--- config.mk ---
export PLATFORM = sky130hd
export DESIGN_NAME = crca_check
export DESIGN_NICKNAME = d
export VERILOG_FILES = /design/src/rtl/crca_pkg.sv /design/src/rtl/crca_lfsr_step.sv /design/src/rtl/crca_check.sv
export SDC_FILE = /design/constraint.sdc
export NUM_CORES = 1
export LEC_CHECK = 0
export ABC_AREA = 1
export CAP_MARGIN = 20
export CORE_MARGIN = 2
export CORE_UTILIZATION = 40
export CTS_CLUSTER_SIZE = 16
export DETAILED_ROUTE_END_ITERATION = 7
export PLACE_DENSITY = 0.69
export RECOVER_POWER = 100
export SKIP_CTS_REPAIR_TIMING = 1
export SLEW_MARGIN = 20
export SYNTH_ARGS = -nofsm -noshare
export SYNTH_HDL_FRONTEND = slang
export SYNTH_SLANG_ARGS = --single-unit
--- constraint.sdc ---
create_clock -name clk_i -period 2 [get_ports clk_i]
set_clock_uncertainty 0.2 [all_clocks]
set_input_delay 0.2 -clock clk_i [delete_from_list [all_inputs] [get_ports clk_i]]
set_output_delay 0.2 -clock clk_i [all_outputs]
set_load 0.01 [all_outputs]
--- src/rtl/crca_pkg.sv ---
// Shared constants and state encoding for the CRC-16 checker and generator.
// Keeps the polynomial and preset in one place for both ends of the link.
package crca_pkg;

    localparam logic [15:0] CRCA_POLY = 16'h1021;
    localparam logic [15:0] CRCA_INIT = 16'hC6C6;

    typedef enum logic [1:0] {
        S_IDLE = 2'b00,
        S_DATA = 2'b01,
        S_CRC  = 2'b11,
        S_DONE = 2'b10
    } crca_state_e;

endpackage

--- src/rtl/crca_lfsr_step.sv ---
// One-bit CRC-16 LFSR update, shared by the checker and the generator.
module crca_lfsr_step
    import crca_pkg::*;
(
    input  logic [15:0] r_i,
    input  logic        d_i,
    output logic [15:0] next_o
);

    logic fb;

    assign fb     = r_i[15] ^ d_i;
    assign next_o = {r_i[14:0], 1'b0} ^ (fb ? CRCA_POLY : 16'h0000);

endmodule

--- src/rtl/crca_check.sv ---
// Serial CRC-16 frame checker: payload bits feed the LFSR, the trailing
// 16-bit field is captured MSB-first and compared in the DONE cycle.
module crca_check
    import crca_pkg::*;
#(
    parameter int          DATA_BITS = 32,
    parameter logic [15:0] CRC_INIT  = CRCA_INIT
) (
    input  logic        clk_i,
    input  logic        rst_i,
    input  logic        start_i,
    input  logic        abort_i,
    input  logic        data_i,
    input  logic        valid_i,
    output logic        busy_o,
    output logic        done_o,
    output logic        crc_ok_o,
    output logic        crc_err_o,
    output logic [15:0] crc_calc_o,
    output logic [15:0] crc_rx_o
);

    // Counter also has to hold 15 for the CRC field on tiny payloads.
    localparam int CW0 = $clog2(DATA_BITS + 1);
    localparam int CW  = (CW0 < 4) ? 4 : CW0;

    crca_state_e state_q, state_d;
    logic [CW-1:0] cnt_q, cnt_d;
    logic [15:0]   lfsr_q, lfsr_d;
    logic [15:0]   rx_q, rx_d;
    logic          ok_q, ok_d;
    logic          err_q, err_d;
    logic [15:0]   lfsr_nxt;
    logic [15:0]   rx_shift;
    logic          cnt_zero;

    crca_lfsr_step u_step (
        .r_i    (lfsr_q),
        .d_i    (data_i),
        .next_o (lfsr_nxt)
    );

    assign rx_shift = {rx_q[14:0], data_i};
    assign cnt_zero = (cnt_q == '0);

    always_comb begin
        state_d = state_q;
        cnt_d   = cnt_q;
        lfsr_d  = lfsr_q;
        rx_d    = rx_q;
        ok_d    = ok_q;
        err_d   = err_q;
        unique case (state_q)
            S_IDLE: begin
                if (start_i) begin
                    lfsr_d  = CRC_INIT;
                    rx_d    = 16'h0000;
                    ok_d    = 1'b0;
                    err_d   = 1'b0;
                    cnt_d   = CW'(DATA_BITS - 1);
                    state_d = S_DATA;
                end
            end
            S_DATA: begin
                if (abort_i) begin
                    state_d = S_IDLE;
                end else if (valid_i) begin
                    lfsr_d = lfsr_nxt;
                    if (cnt_zero) begin
                        cnt_d   = CW'(15);
                        state_d = S_CRC;
                    end else begin
                        cnt_d = cnt_q - 1'b1;
                    end
                end
            end
            S_CRC: begin
                if (abort_i) begin
                    state_d = S_IDLE;
                end else if (valid_i) begin
                    rx_d = rx_shift;
                    if (cnt_zero) begin
                        // Verdict registers so it is visible during DONE.
                        ok_d    = (rx_shift == lfsr_q);
                        err_d   = (rx_shift != lfsr_q);
                        state_d = S_DONE;
                    end else begin
                        cnt_d = cnt_q - 1'b1;
                    end
                end
            end
            S_DONE: begin
                state_d = S_IDLE;
            end
            default: begin
                state_d = S_IDLE;
            end
        endcase
    end

    always_ff @(posedge clk_i) begin
        if (rst_i) begin
            state_q <= S_IDLE;
            cnt_q   <= '0;
            lfsr_q  <= CRC_INIT;
            rx_q    <= 16'h0000;
            ok_q    <= 1'b0;
            err_q   <= 1'b0;
        end else begin
            state_q <= state_d;
            cnt_q   <= cnt_d;
            lfsr_q  <= lfsr_d;
            rx_q    <= rx_d;
            ok_q    <= ok_d;
            err_q   <= err_d;
        end
    end

    assign busy_o     = (state_q == S_DATA) || (state_q == S_CRC);
    assign done_o     = (state_q == S_DONE);
    assign crc_ok_o   = ok_q;
    assign crc_err_o  = err_q;
    assign crc_calc_o = lfsr_q;
    assign crc_rx_o   = rx_q;

endmodule

==> run_1/io_placement.png <==
(6 px per um) Pins as bars across the die edge, other pins in grey.
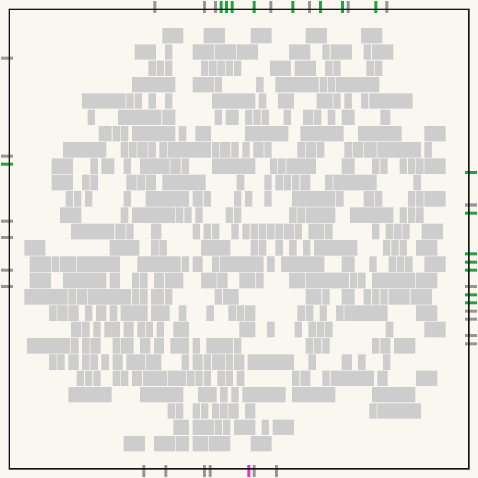
| colour | port | pins | direction | edge |
|---|---|---|---|---|
| green | crc_calc_o | 16 | output | 8 top, 7 right, 1 left |
| magenta | start_i | 1 | input | bottom |
all pins by edge: 15 top, 13 right, 7 bottom, 7 left
Die X: 76.4 um
die span in y: 76.4 um

==> run_1/io_fan.png <==
(4 px per um)
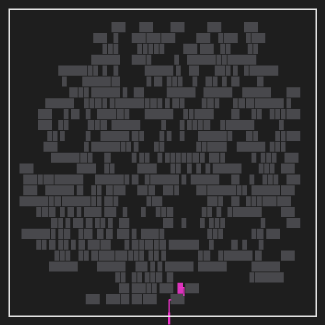
| colour | port | bits | direction | edge | end cells | buffers | wire |
|---|---|---|---|---|---|---|---|
| magenta | start_i | 1 | input | bottom | 1 | 1 | 7.20 um |

==> run_1/sizes.png <==
(6 px per um)
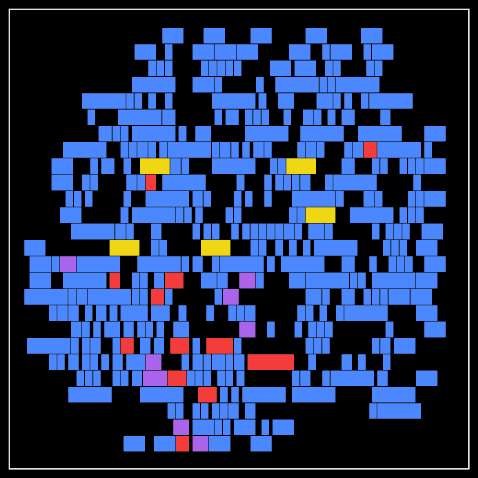
| colour | size | cells |
|---|---|---|
| yellow | _6 and larger | 5 |
| red | _2 cells | 12 |
| blue | _0 and _1 cells | 350 |
| purple | _3 and _4 cells | 8 |
P&R area growth vs syn: 28.2%
worst setup margin: 0.0921 ns
Non-clk bufs: 52
Final Cell Area: 2690 um^2

==> results.sh, run 1 <==
# implementation run metrics
export IMPL_wl_met2_mm=2.46
export IMPL_slew_headroom_pct=51.0
export IMPL_syn_inst=325
export IMPL_final_common_cell="nand2_1"
export IMPL_finalCriticalPeriod_ns=1.91
export IMPL_seqPwrFrac_pct=50.2
export IMPL_switchingPower_w=0.000559
export IMPL_ys_async_sr_fraction_pct=0
export IMPL_holdPathEnd="crc_rx_o[15]"
export IMPL_synth_seq_share_pct=40.1
export IMPL_fp_nets=332
export IMPL_synth_largest_area_cell="dfxtp_1"
export IMPL_p_per_area_nw_per_um2=674
export IMPL_core_area_um2=5070
export IMPL_cp_required_ns=1.60
export IMPL_ys_sh_adder_pct=0.597
export IMPL_avgSynthCellArea_um2=6.44
export IMPL_max_clock_freq_mhz=524
export IMPL_drc_errors=0
export IMPL_htreeDepth=2
export IMPL_wl_met1_mm=2.48
export IMPL_lay_top_cells="120 x nand2_1, 47 x inv_1, 41 x dfxtp_1"
export IMPL_edf_count=0
export IMPL_fp_utilization_pct=41.3
export IMPL_gr_total_overflow=0
export IMPL_arrival_ns=1.51
export IMPL_yosys_warnings=0
export IMPL_grt_setup_unrepaired="no"
export IMPL_ys_cells=325
export IMPL_synthDistinctLibCells=26
export IMPL_switching_share_pct=30.9
export IMPL_r2r_start="cnt_q[0]"
export IMPL_end_kind="primary output"
export IMPL_mux_share_pct=0
export IMPL_maxSlewViolCount=0
export IMPL_worstHoldPathCells=2
export IMPL_rows=26
export IMPL_wl_met3_um=230
export IMPL_netlist_area_um2=2090
export IMPL_placement_setup_worst_slack_ns=0.0421
export IMPL_tightestPinTransition_ns=0.735
export IMPL_nFillCells=531
export IMPL_cts_max_path_buffers=2
export IMPL_antenna_found_initial=0
export IMPL_setup_viol=0
export IMPL_wl_per_cell_um=11.7
export IMPL_drt_initial_drc_count=122
export IMPL_min_period_over_period_pct=95.4
export IMPL_cts_sinks=42
export IMPL_aoi_share_pct=13.5
export IMPL_warnings=26
export IMPL_ys_chip_area_um2=2090
export IMPL_p_int_w=0.00125
export IMPL_nNetsFinal=382
export IMPL_grt_pass1_wl_mm=8.49
export IMPL_clock_root_buffer="clkbuf_8"
export IMPL_r2r_end="cnt_q[1]"
export IMPL_crit_path_max_fanout=8
export IMPL_dr_pass1_iters=4
export IMPL_grt_max_degree=29
export IMPL_worst_skew_pair_late_latency_ns=0.29
export IMPL_drive_gt1_share_pct=6.67
export IMPL_hp_start="crc_rx_o[15]"
export IMPL_reg2reg_depth=9
export IMPL_logic_family="simple AND/OR/NAND/NOR gates"
export IMPL_rrSetupSlack_ns=0.22
export IMPL_portBuffers=41
export IMPL_viasPerCell=4.72
export IMPL_start_kind="register"
export IMPL_simple_gate_area_share_pct=33.8
export IMPL_clockPowerShare_pct=27.9
export IMPL_combPwrFrac_pct=21.9
export IMPL_first_global_vias=1867
export IMPL_path_clk_slew_ns=0.08
export IMPL_ir_worst_vdd_v=0.000411
export IMPL_top_layer="met4"
export IMPL_dieArea_um2=5830
export IMPL_status="finished clean"
export IMPL_dpl_cell_area_um2=2620
export IMPL_hold_viol_final=0
export IMPL_p_leak_nw=1.23
export IMPL_pin_count=42
export IMPL_gp_congestion=0.874
export IMPL_ff_type="dfxtp_1"
export IMPL_setup_tns_ns=0
export IMPL_ant_nets=0
export IMPL_wl_mm=5.23
export IMPL_endpoint="busy_o"
export IMPL_grt_usage_pct=17.9
export IMPL_drv_cap=0
export IMPL_hold_path_class="reg -> reg"
export IMPL_crit_start="state_q[0]"
export IMPL_yosysTopAreaCellShare_pct=40.1
export IMPL_ys_top_cells_by_area="dfxtp_1 40%, nand2_1 22%, inv_1 8.4%"
export IMPL_place_hpwl_mm=3.74
export IMPL_cts_made_buffers=5
export IMPL_path_class="reg -> out"
export IMPL_cts_tree="built"
export IMPL_num_antenna_cells=0
export IMPL_ys_sh_xor_pct=0.836
export IMPL_ys_ff=42
export IMPL_vias=2101
run 1: critical path: stages, from the launching register on:
cell	delay [ns]
dfxtp_1	0.42
buf_4	0.20
dlygate4sd3_1	0.61
run 1: registers in the layout (all words and copies together), names as in the netlist:
name / flops
cnt_q: 6
crc_calc_o: 16
crc_err_o: 1
crc_ok_o: 1
crc_rx_o: 16
state_q: 2
run 1: power by group through the flow:
stage | Combinational, W | Sequential [W] | Clock [W]
2_1_floorplan | 0.000282 | 0.000921 | 0
3_3_place_gp | 0.000406 | 0.000927 | 0
3_5_place_dp | 0.000409 | 0.000927 | 0
4_1_cts | 0.000411 | 0.000908 | 0.000521
5_1_grt | 0.000440 | 0.000914 | 0.000560
6_report | 0.000396 | 0.000909 | 0.000505
run 1: metal layers:
metal	up-vias	global-route usage [%]
met5	-	0
met4	0	4.36
met3	8	4.50
met2	48	30.1
met1	939	23.0
li1	1106	-
run 1: synthesized netlist by cell type (2+ instances only):
master    instances
o22ai_1           8
buf_6             3
clkbuf_1          5
nand2_2           3
o21ai_2           3
o21ai_0           3
nand3_1           8
nor3_1            2
a21oi_1          25
nand2_1         120
inv_1            47
a22oi_1           6
nor2_1           38
dfxtp_1          42
run 1: area by class of cell:
type,count,area (um^2),share of cell area (%)
multi-input cells,227,1020,38.1
flip-flops and latches,42,842,31.4
repair buffers,52,478,17.8
inverters,47,176,6.57
well taps,70,87.6,3.26
clock buffers,5,68.8,2.56
clock inverters,2,10.0,0.373
run 1: metrics by stage:
step,power [W],utilization [%],std cells,hold WS (ns)
after floorplan,0.00120,-,325,0.149
after global placement,0.00133,51.6,438,0.249
after detailed placement,0.00134,51.6,438,0.266
after CTS,0.00184,53.1,445,0.278
after global routing,0.00191,52.9,445,0.329
final,0.00181,52.9,445,0.270
==> run 1 -> run 2 <==
--- a/config.mk
+++ b/config.mk
@@ -11,6 +11,7 @@
 export CORE_UTILIZATION = 40
 export CTS_CLUSTER_SIZE = 16
 export DETAILED_ROUTE_END_ITERATION = 7
+export GPL_ROUTABILITY_DRIVEN = 0
 export PLACE_DENSITY = 0.69
 export RECOVER_POWER = 100
 export SKIP_CTS_REPAIR_TIMING = 1
==> results.sh, run 2 <==
# implementation run metrics
export IMPL_status="finished clean"
export IMPL_drive_gt1_share_pct=6.67
export IMPL_core_area_um2=5070
export IMPL_viasPerCell=4.72
export IMPL_warnings=26
export IMPL_path_class="reg -> out"
export IMPL_grt_usage_pct=17.9
export IMPL_crit_path_cell_trace="buf_4 > dlygate4sd3_1"
export IMPL_hp_start="crc_rx_o[15]"
export IMPL_finalCriticalPeriod_ns=1.91
export IMPL_dp_cells=438
export IMPL_regArea_um2=842
export IMPL_place_hpwl_mm=3.74
export IMPL_logic_area_um2=1020
export IMPL_synth_seq_share_pct=40.1
export IMPL_wl_per_cell_um=11.7
export IMPL_cts_max_path_buffers=2
export IMPL_clock_root_buffer="clkbuf_8"
export IMPL_pin_count=42
export IMPL_min_period_over_period_pct=95.4
export IMPL_area_delta_synth_final_pct=28.2
export IMPL_htreeDepth=2
export IMPL_holdPathEnd="crc_rx_o[15]"
export IMPL_cp_required_ns=1.60
export IMPL_crit_path_max_fanout=8
export IMPL_synth_largest_area_cell="dfxtp_1"
export IMPL_ys_async_sr_fraction_pct=0
export IMPL_ys_top_cells_by_area="dfxtp_1 40%, nand2_1 22%, inv_1 8.4%"
export IMPL_grt_setup_unrepaired="no"
export IMPL_maxSlewViolCount=0
export IMPL_drt_initial_drc_count=122
export IMPL_r2r_start="cnt_q[0]"
export IMPL_hold_ws_ns=0.270
export IMPL_worstHoldPathCells=2
export IMPL_hold_path_class="reg -> reg"
export IMPL_setup_tns_ns=0
export IMPL_ff_type="dfxtp_1"
export IMPL_p_leak_nw=1.23
export IMPL_fp_utilization_pct=41.3
export IMPL_worst_skew_pair_late_latency_ns=0.29
export IMPL_cts_sinks=42
export IMPL_r2r_end="cnt_q[1]"
export IMPL_cts_made_buffers=5
export IMPL_top_cells_by_count="120 x nand2_1, 47 x inv_1, 42 x dfxtp_1"
export IMPL_drv_cap=0
export IMPL_arrival_ns=1.51
export IMPL_simple_gate_area_share_pct=33.8
export IMPL_mux_share_pct=0
export IMPL_yosysTopAreaCellShare_pct=40.1
export IMPL_grt_max_degree=29
export IMPL_ys_sh_adder_pct=0.597
export IMPL_ant_nets=0
export IMPL_portBuffers=41
export IMPL_antenna_found_initial=0
export IMPL_synthDistinctLibCells=26
export IMPL_vias=2101
export IMPL_ir_worst_vdd_v=0.000411
export IMPL_hold_viol_final=0
export IMPL_num_antenna_cells=0
export IMPL_rows=26
export IMPL_ys_ff=42
export IMPL_nFillCells=531
export IMPL_grt_pass1_wl_mm=8.49
export IMPL_max_clock_freq_mhz=524
export IMPL_p_per_area_nw_per_um2=674
export IMPL_nNetsFinal=382
export IMPL_setup_viol=0
export IMPL_edf_count=0
export IMPL_ys_cells=325
export IMPL_first_global_vias=1867
export IMPL_total_power_w=0.00181
export IMPL_slew_headroom_pct=51.0
export IMPL_cpPeakStageDelay_ns=0.61
export IMPL_gr_total_overflow=0
export IMPL_path_clk_slew_ns=0.08
export IMPL_ys_sh_xor_pct=0.836
export IMPL_fp_nets=332
export IMPL_reg2reg_depth=9
export IMPL_netlist_area_um2=2090
export IMPL_die_h_um=76.4
export IMPL_end_kind="primary output"
export IMPL_start_kind="register"
export IMPL_syn_inst=325
export IMPL_drc_errors=0
export IMPL_yosys_warnings=0
export IMPL_rrSetupSlack_ns=0.22
export IMPL_die_w_um=76.4
export IMPL_avgSynthCellArea_um2=6.44
export IMPL_aoi_share_pct=13.5
export IMPL_wl_mm=5.23
export IMPL_logic_family="simple AND/OR/NAND/NOR gates"
export IMPL_synth_top_cell_by_count="nand2_1"
export IMPL_tightestPinTransition_ns=0.735
export IMPL_ys_chip_area_um2=2090
export IMPL_dr_pass1_iters=4
export IMPL_lay_top_cells="120 x nand2_1, 47 x inv_1, 41 x dfxtp_1"
export IMPL_cp_slowest_cell="dlygate4sd3_1"
export IMPL_dieArea_um2=5830
export IMPL_cts_tree="built"
==> run 2: final cells by class <==
cell class              count  area share (%)
multi-input cells         227            38.1
flip-flops and latches     42            31.4
repair buffers             52            17.8
inverters                  47            6.57
well taps                  70            3.26
clock buffers               5            2.56
clock inverters             2           0.373
==> run 2: worst max-delay path, delay by kind of cell, from the launching register on <==
family | cells | cell delay [ns]
buffers and inverters | 2 | 0.81
flip-flops | 1 | 0.42
==> run 2: routing by layer <==
layer	up-vias	track usage, %	routed length (um)
li1	1106	-	-
met1	939	23.0	2480
met2	48	30.1	2460
met3	8	4.50	230
met4	0	4.36	63
met5	-	0	0
==> run 2: report_power, final <==
group | internal, W | switching, W | total [W]
registers | 0.000871 | 0.0000383 | 0.000909
logic | 0.000146 | 0.000250 | 0.000396
clock network | 0.000234 | 0.000270 | 0.000505
total | 0.00125 | 0.000559 | 0.00181
==> run 2: worst max-delay path by stage <==
stage                              end        from  cells after the start  slack, ns
after floorplan               cnt_q[0]    cnt_q[0]                      9       0.36
after global placement     crc_rx_o[5]     abort_i                      7       0.09
after detailed placement  crc_rx_o[13]     abort_i                      7       0.04
after CTS                       done_o  state_q[1]                      3       0.08
after global routing       crc_rx_o[0]  state_q[1]                      7       0.03
final                           busy_o  state_q[0]                      2       0.09
==> run 2: through the flow <==
stage / cell area, um^2 / setup slack (ns) / utilization, %
finish: 2690 / 0.0921 / 52.9
global route: 2690 / 0.0290 / 52.9
CTS: 2700 / 0.0764 / 53.1
detailed placement: 2620 / 0.0421 / 51.6
global placement: 2620 / 0.0896 / 51.6
floorplan: 2090 / 0.357 / -
==> run_2/sizes.png <==
(6 px per um)
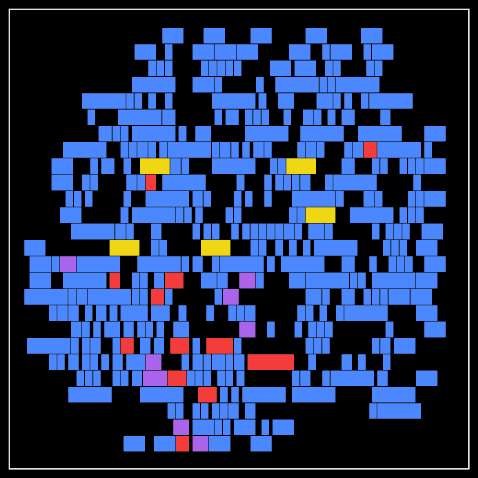
| colour | size | cells |
|---|---|---|
| yellow | _6 and larger | 5 |
| red | _2 cells | 12 |
| blue | _0 and _1 cells | 350 |
| purple | _3 and _4 cells | 8 |

==> run_2/logic_types.png <==
(6 px per um)
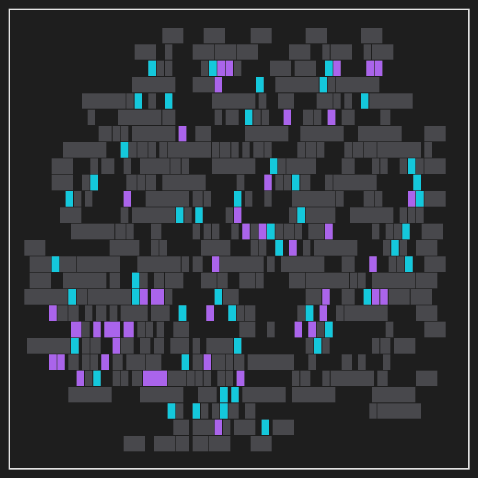
| colour | family | cells | where |
|---|---|---|---|
| purple | nor cells | 42 | all over the die |
| cyan | inv cells | 47 | all over the die |
top logic cell by instance count in the layout: nand2_1
combinational share of cell area: 38.1%
Finished Layout Cells: 445

Power is estimated from default activity; no workload was simulated.
